### config.mk
export PLATFORM = sky130hd
export DESIGN_NAME = fifo_wr_arbiter
export DESIGN_NICKNAME = d
export VERILOG_FILES = /design/src/rtl/fifo_arb_pkg.sv /design/src/rtl/rr_arbiter.sv /design/src/rtl/fifo_wr_arbiter.sv
export SDC_FILE = /design/constraint.sdc
export NUM_CORES = 1
export LEC_CHECK = 0
export CORE_UTILIZATION = 50
export CTS_CLUSTER_SIZE = 10
export DETAILED_ROUTE_END_ITERATION = 8
export PLACE_DENSITY = 0.92
export SYNTH_ARGS = -nofsm -noshare
export SYNTH_HDL_FRONTEND = slang
export SYNTH_SLANG_ARGS = --single-unit
### constraint.sdc
create_clock -name wclk -period 4.3 [get_ports wclk]
set_input_delay 0.645 -clock wclk [delete_from_list [all_inputs] [get_ports wclk]]
set_output_delay 0.645 -clock wclk [all_outputs]
set_load 0.005 [all_outputs]
### src/rtl/fifo_arb_pkg.sv
// Shared definitions for the FIFO write-side arbiter: FSM states, counter widths,
// and the FIFO data width that both the FIFO and its write arbiter agree on.
package fifo_arb_pkg;

  localparam int unsigned FIFO_DSIZE = 8;
  localparam int unsigned STALL_W    = 16;

  typedef enum logic {
    StIdle  = 1'b0,
    StBurst = 1'b1
  } arb_state_e;

  // Beat counter must be able to hold MAX_BURST itself.
  function automatic int unsigned beat_w(input int unsigned max_burst);
    return $clog2(max_burst + 1);
  endfunction

  function automatic int unsigned idx_w(input int unsigned n);
    return (n > 1) ? $clog2(n) : 1;
  endfunction

endpackage

### src/rtl/rr_arbiter.sv
// Combinational round-robin picker: first asserted request at or above the pointer,
// wrapping modulo NREQ; returns one-hot grant, its index and an any-request flag.
module rr_arbiter
  import fifo_arb_pkg::*;
#(
  parameter int unsigned NREQ = 4
) (
  input  logic [NREQ-1:0]         i_req,
  input  logic [idx_w(NREQ)-1:0]  i_ptr,
  output logic [NREQ-1:0]         o_gnt,
  output logic [idx_w(NREQ)-1:0]  o_idx,
  output logic                    o_any
);

  localparam int unsigned IdxW = idx_w(NREQ);

  logic [31:0]     w_sum;
  logic [IdxW-1:0] w_i;

  always_comb begin
    o_gnt = '0;
    o_idx = '0;
    o_any = 1'b0;
    w_sum = '0;
    w_i   = '0;
    for (int unsigned k = 0; k < NREQ; k++) begin
      w_sum = 32'(i_ptr) + k;
      w_i   = IdxW'(w_sum % NREQ);
      if (!o_any && i_req[w_i]) begin
        o_gnt[w_i] = 1'b1;
        o_idx      = w_i;
        o_any      = 1'b1;
      end
    end
  end

endmodule

### src/rtl/fifo_wr_arbiter.sv
// Round-robin burst arbiter feeding a single FIFO write port: one owner at a time,
// bursts end on last or MAX_BURST words, and FIFO-full back-pressure is counted.
module fifo_wr_arbiter
  import fifo_arb_pkg::*;
#(
  parameter int unsigned DSIZE     = FIFO_DSIZE,
  parameter int unsigned NREQ      = 4,
  parameter int unsigned MAX_BURST = 4
) (
  input  logic                    wclk,
  input  logic                    wrst,
  input  logic [NREQ-1:0]         req_valid,
  input  logic [NREQ-1:0]         req_last,
  input  logic [NREQ*DSIZE-1:0]   req_data,
  output logic [NREQ-1:0]         req_ready,
  output logic [NREQ-1:0]         gnt,
  output logic                    winc,
  output logic [DSIZE-1:0]        wdata,
  input  logic                    wfull,
  output logic [STALL_W-1:0]      stall_cnt
);

  localparam int unsigned BeatW = beat_w(MAX_BURST);
  localparam int unsigned IdxW  = idx_w(NREQ);

  arb_state_e          r_state;
  logic [NREQ-1:0]     r_gnt;
  logic [IdxW-1:0]     r_owner;
  logic [IdxW-1:0]     r_rr_ptr;
  logic [BeatW-1:0]    r_beat;
  logic [STALL_W-1:0]  r_stall;

  logic [NREQ-1:0]     w_arb_gnt;
  logic [IdxW-1:0]     w_arb_idx;
  logic                w_arb_any;
  logic                w_in_burst;
  logic                w_own_valid;
  logic                w_own_last;
  logic                w_accept;
  logic                w_end;
  logic [BeatW-1:0]    w_beat_nxt;
  logic [IdxW-1:0]     w_next_ptr;
  logic [DSIZE-1:0]    w_own_data;

  rr_arbiter #(
    .NREQ (NREQ)
  ) u_rr_arbiter (
    .i_req (req_valid),
    .i_ptr (r_rr_ptr),
    .o_gnt (w_arb_gnt),
    .o_idx (w_arb_idx),
    .o_any (w_arb_any)
  );

  assign w_in_burst  = (r_state == StBurst);
  assign w_own_valid = req_valid[r_owner];
  assign w_own_last  = req_last[r_owner];
  assign w_own_data  = req_data[32'(r_owner) * DSIZE +: DSIZE];
  assign w_accept    = w_in_burst && w_own_valid && !wfull;
  assign w_beat_nxt  = r_beat + 1'b1;
  assign w_end       = w_accept && (w_own_last || (w_beat_nxt == BeatW'(MAX_BURST)));
  assign w_next_ptr  = (r_owner == IdxW'(NREQ - 1)) ? '0 : r_owner + 1'b1;

  // Gated by wrst so the write side is quiet in the very cycle reset rises.
  assign winc      = !wrst && w_accept;
  assign req_ready = (!wrst && w_in_burst && !wfull) ? r_gnt : '0;
  assign wdata     = (!wrst && w_in_burst) ? w_own_data : '0;
  assign gnt       = r_gnt;
  assign stall_cnt = r_stall;

  always_ff @(posedge wclk or posedge wrst) begin
    if (wrst) begin
      r_state  <= StIdle;
      r_gnt    <= '0;
      r_owner  <= '0;
      r_rr_ptr <= '0;
      r_beat   <= '0;
      r_stall  <= '0;
    end else begin
      unique case (r_state)
        StIdle: begin
          if (w_arb_any) begin
            r_gnt   <= w_arb_gnt;
            r_owner <= w_arb_idx;
            r_beat  <= '0;
            r_state <= StBurst;
          end
        end
        StBurst: begin
          if (w_end) begin
            r_gnt    <= '0;
            r_beat   <= '0;
            r_rr_ptr <= w_next_ptr;
            r_state  <= StIdle;
          end else if (w_accept) begin
            r_beat <= w_beat_nxt;
          end
          // Only a stalled owner that actually has a word counts as a stall.
          if (wfull && w_own_valid && (r_stall != '1)) begin
            r_stall <= r_stall + 1'b1;
          end
        end
        default: r_state <= StIdle;
      endcase
    end
  end

endmodule

==> results_dict.tcl, run 1 <==
# place-and-route summary
set metrics [dict create \
    period_minus_slack_ns 3.19 \
    pg_clk_uw 205 \
    grt_first_pass_wirelength_mm 9.78 \
    layout.nonclk_buf_share_pct 24.5 \
    fp.dieW_um 69.2 \
    status "completed" \
    cts_root_buf "clkbuf_8" \
    rows 24 \
    slew_headroom_pct 53.7 \
    area_growth_pct 37.1 \
    cts_resized 0 \
    enable_flop_cells 0 \
    power_uw 1480 \
    synth_area_per_cell_sq_um 9.89 \
    mostFrequentLayoutCells "75 x clkdlybuf4s50_1, 28 x dfrtp_1, 23 x nand2_1" \
    die_area_sq_um 4780 \
    worst_r2r_path_depth 7 \
    cts_tree "done" \
    critPathCaptureType "primary output" \
    inv_count 5 \
    synthFlopType "dfrtp_1" \
    fin_tns_setup_ns 0 \
    placed_cells 343 \
    nFillCells 317 \
    fmax_mhz 313 \
    reg2reg_to "r_owner[0]" \
    final_antenna_net_count 0 \
    antenna_found_initial 0 \
    p_int_uw 902 \
    critPathCapture "winc" \
    dp_hpwl_mm 4.34 \
    largest_class "logic gates" \
    finalNetCount 351 \
    dpl_cell_area_sq_um 3020 \
    drc 0 \
    power_density_nw_per_um2 479 \
    hold_start "stall_cnt[13]" \
    seq_power_share_pct 32.7 \
    grt_max_degree 20 \
    r2r_start "r_rr_ptr[0]" \
    rrSetupSlack_ns 1.28 \
    grt_overflow_total 0 \
    cts_buffer_depth 2 \
    openroad.warnings 34 \
    nWellTaps 52 \
    switchingPower_uw 579 \
    synthDistinctLibCells 48 \
    start_kind "input port" \
    cp.arrival_ns 2.55 \
    critPathMaxFanout 15 \
]
run 1: metal layers:
layer | vias to the layer above | wire length, um
met3 | 11 | 152
met1 | 981 | 2410
met5 | - | 0
li1 | 975 | -
met2 | 40 | 3010
met4 | 0 | 99
run 1: worst reg2reg max path, cell delays in order, from the launching register on:
cell,delay [ns]
dfrtp_1,0.71
inv_1,0.28
ha_1,0.62
mux4_2,0.69
and2_1,0.21
o21bai_1,0.14
a21oi_1,0.09
o22a_1,0.18
run 1: registers in the layout, summed over array words and instances (netlist names):
name	flops
r_beat	3
r_rr_ptr	2
stall_cnt	16
gnt	4
r_owner	2
r_state	1
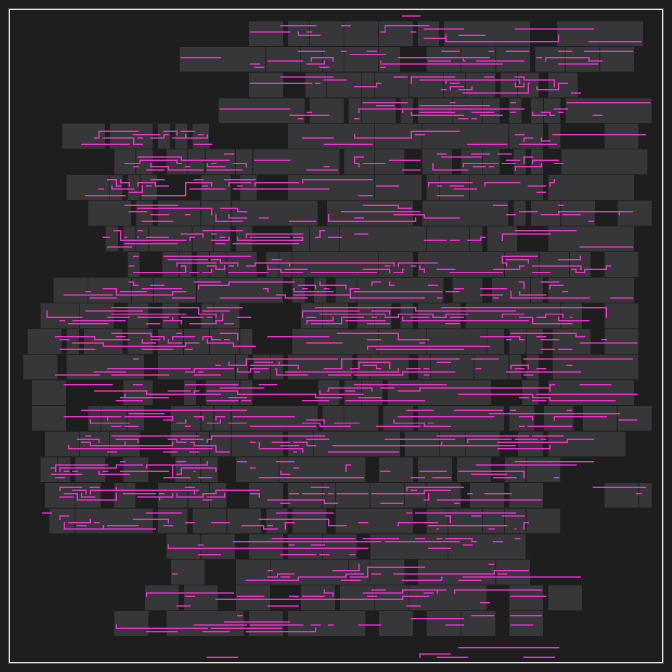
Fig. 1. Metal 1 (run 1).
share of all routed wire	42%
nets with wire on the layer	305
longest straight run	21.2 um
wire length on this layer	2410 um
Routed WL: 5.68 mm
Vias: 2007
met1 GRT Util: 32.8%

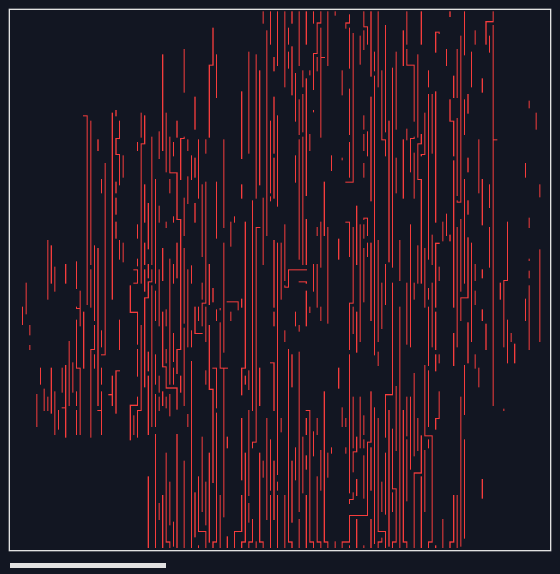
Fig. 2. Met2 routing (run 1).
Scale bar: 20 um.
main direction	vertical
share of all routed wire	53%
nets with wire on the layer	294
M2 GR Usage: 44.8%

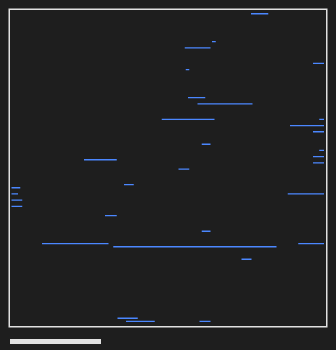
Fig. 3. The metal 3 layer (run 1).
Scale bar: 20 um.
wire length on this layer	152 um
nets with wire on the layer	26
share of all routed wire	2.7%
longest straight run	35.4 um
met3 usage: 2.78%

==> run 2: changes to the inputs <==
Settings changed: CORE_UTILIZATION 50 to 46, PLACE_DENSITY 0.92 to 0.86.
Clock period 4.3 ns to 3.31 ns, I/O delays scaled along.
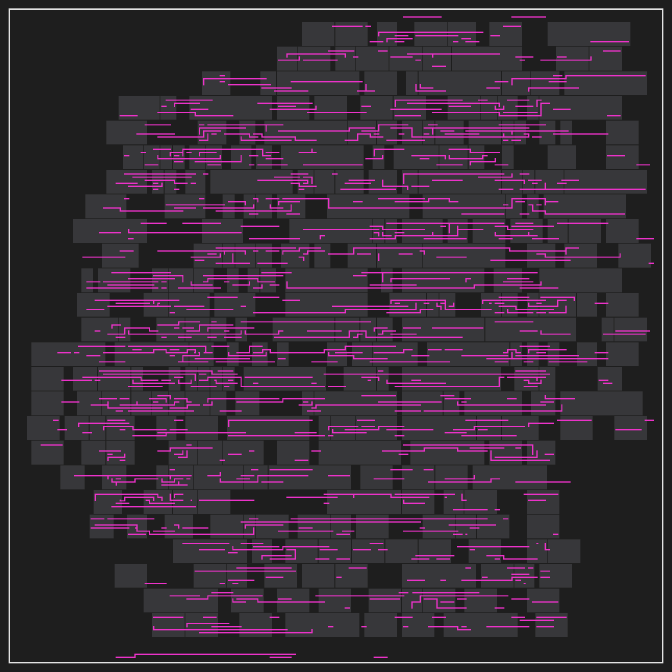
Fig. 4. Metal 1 (run 2).
main direction	horizontal
longest straight run	24.8 um
share of all routed wire	41%
nets with wire on the layer	308
wire length on this layer	2440 um
met1 GRT Util: 28.9%
Routed WL: 5.93 mm
Vias: 2088

==> results_dict.tcl, run 2 <==
# place-and-route summary
set metrics [dict create \
    openroad.warnings 34 \
    ctsHtreeMaxLevel 1 \
    clkLatencyLatePin_ns 0.27 \
    path_buffers 2 \
    finalCritPeriodShare_pct 86.4 \
    finClkSkew_ns 0.00224 \
    drc 0 \
    inv_count 5 \
    final_antenna_net_count 0 \
    gr-usage-all-layers_pct 23.8 \
    cp.arrival_ns 2.36 \
    async_reset_ff_share_pct 100 \
    cts_tree "done" \
    pg_seq_uw 577 \
    status "completed" \
    power_density_nw_per_um2 623 \
    fin_area_sq_um 3170 \
    cts_buffers 3 \
    rrSetupSlack_ns 0.82 \
    portBuffers 75 \
    critPathCaptureType "primary output" \
    largest_class "logic gates" \
    nWellTaps 67 \
    r2r_start "r_rr_ptr[0]" \
    layout.nonclk_buf_share_pct 25.8 \
    largest_reg_flops 16 \
    fp.dieW_um 72.0 \
    grt_overflow_total 0 \
    finalNetCount 359 \
    fin_tns_setup_ns 0 \
    mostFrequentLayoutCells "75 x clkdlybuf4s50_1, 28 x dfrtp_1, 23 x nand2_1" \
    hold_violations 0 \
    layout-drive-gt1-share_pct 13.2 \
    power_top_consumer "combinational cells" \
    drtPass1Iterations 4 \
    pg_clk_uw 270 \
    die_area_sq_um 5190 \
    switchingPower_uw 775 \
    cts_buffer_depth 2 \
    swShare_pct 39.2 \
    antenna_found_initial 0 \
    seq_power_share_pct 29.2 \
    slew_headroom_pct 64.3 \
    syn-cell-area_sq_um 2250 \
    start_kind "flip-flop" \
    worst_slew_pin_slew_ns 0.535 \
    power.share.combinational_pct 57.1 \
    synth.area.top_cells "dfrtp_1 31%, mux4_2 12%, ha_1 6.7%" \
    area_growth_pct 40.6 \
    ir_drop_uv 452 \
    cp_num_cells 4 \
    path_cells "buf_4 > mux4_2 > and3_1 > clkdlybuf4s50_1" \
    wl_met2_mm 3.20 \
    ys_ff 28 \
    worst_r2r_path_depth 7 \
    wl_met1_mm 2.44 \
    min_path_type "input port to asynchronous set/reset pin" \
    p_int_uw 1200 \
    topCombFamilyByArea "simple AND/OR/NAND/NOR gates" \
    rows 25 \
    nClkBuffers 3 \
    sh_seq_area_pct 22.1 \
    dp_hpwl_mm 4.54 \
    dr_wl_met3_um 214 \
    ys_chip_area_sq_um 2250 \
    highest_layer "met4" \
    vias_per_cell 5.64 \
    final_cells 370 \
    fmax_mhz 350 \
    placed_cells 366 \
    cts_root_buf "clkbuf_8" \
    ctsHoldBuffers 0 \
    reg2reg_to "r_owner[0]" \
    nFillCells 362 \
    cts_resized 0 \
    synth_area_per_cell_sq_um 9.89 \
    synthFlopType "dfrtp_1" \
    dpl_cell_area_sq_um 3100 \
    grt_first_pass_wirelength_mm 9.78 \
    synthDistinctLibCells 48 \
    common_cells "28 x dfrtp_1, 23 x nand2_1, 16 x nor2_1" \
    grt_max_degree 17 \
    critPathCapture "wdata[4]" \
    period_minus_slack_ns 2.86 \
    yosys.area_share.aoi_pct 13.3 \
    enable_flop_cells 0 \
    critPathMaxFanout 9 \
]
run 2: per-layer routing:
metal | vias up | global-route usage [%]
met5 | - | 0
li1 | 989 | -
met2 | 58 | 44.1
met3 | 8 | 3.06
met1 | 1033 | 28.9
met4 | 0 | 7.19
run 2: how the worst min path moves through the flow:
stage | end | slack (ns)
3_3_place_gp | stall_cnt[13] | 0.47
6_report | r_state | 0.49
4_1_cts | r_owner[0] | 0.48
2_1_floorplan | gnt[0] | 0.48
5_1_grt | r_rr_ptr[0] | 0.49
3_5_place_dp | stall_cnt[13] | 0.48
run 2: per-stage QoR:
stage / power (uW) / worst slack [ns]
after floorplan: 1310 / 0.959
after global placement: 1660 / 0.594
after detailed placement: 1710 / 0.509
after CTS: 1980 / 0.432
after global routing: 2130 / 0.325
final: 1970 / 0.451
Power is estimated from default activity; no workload was simulated.
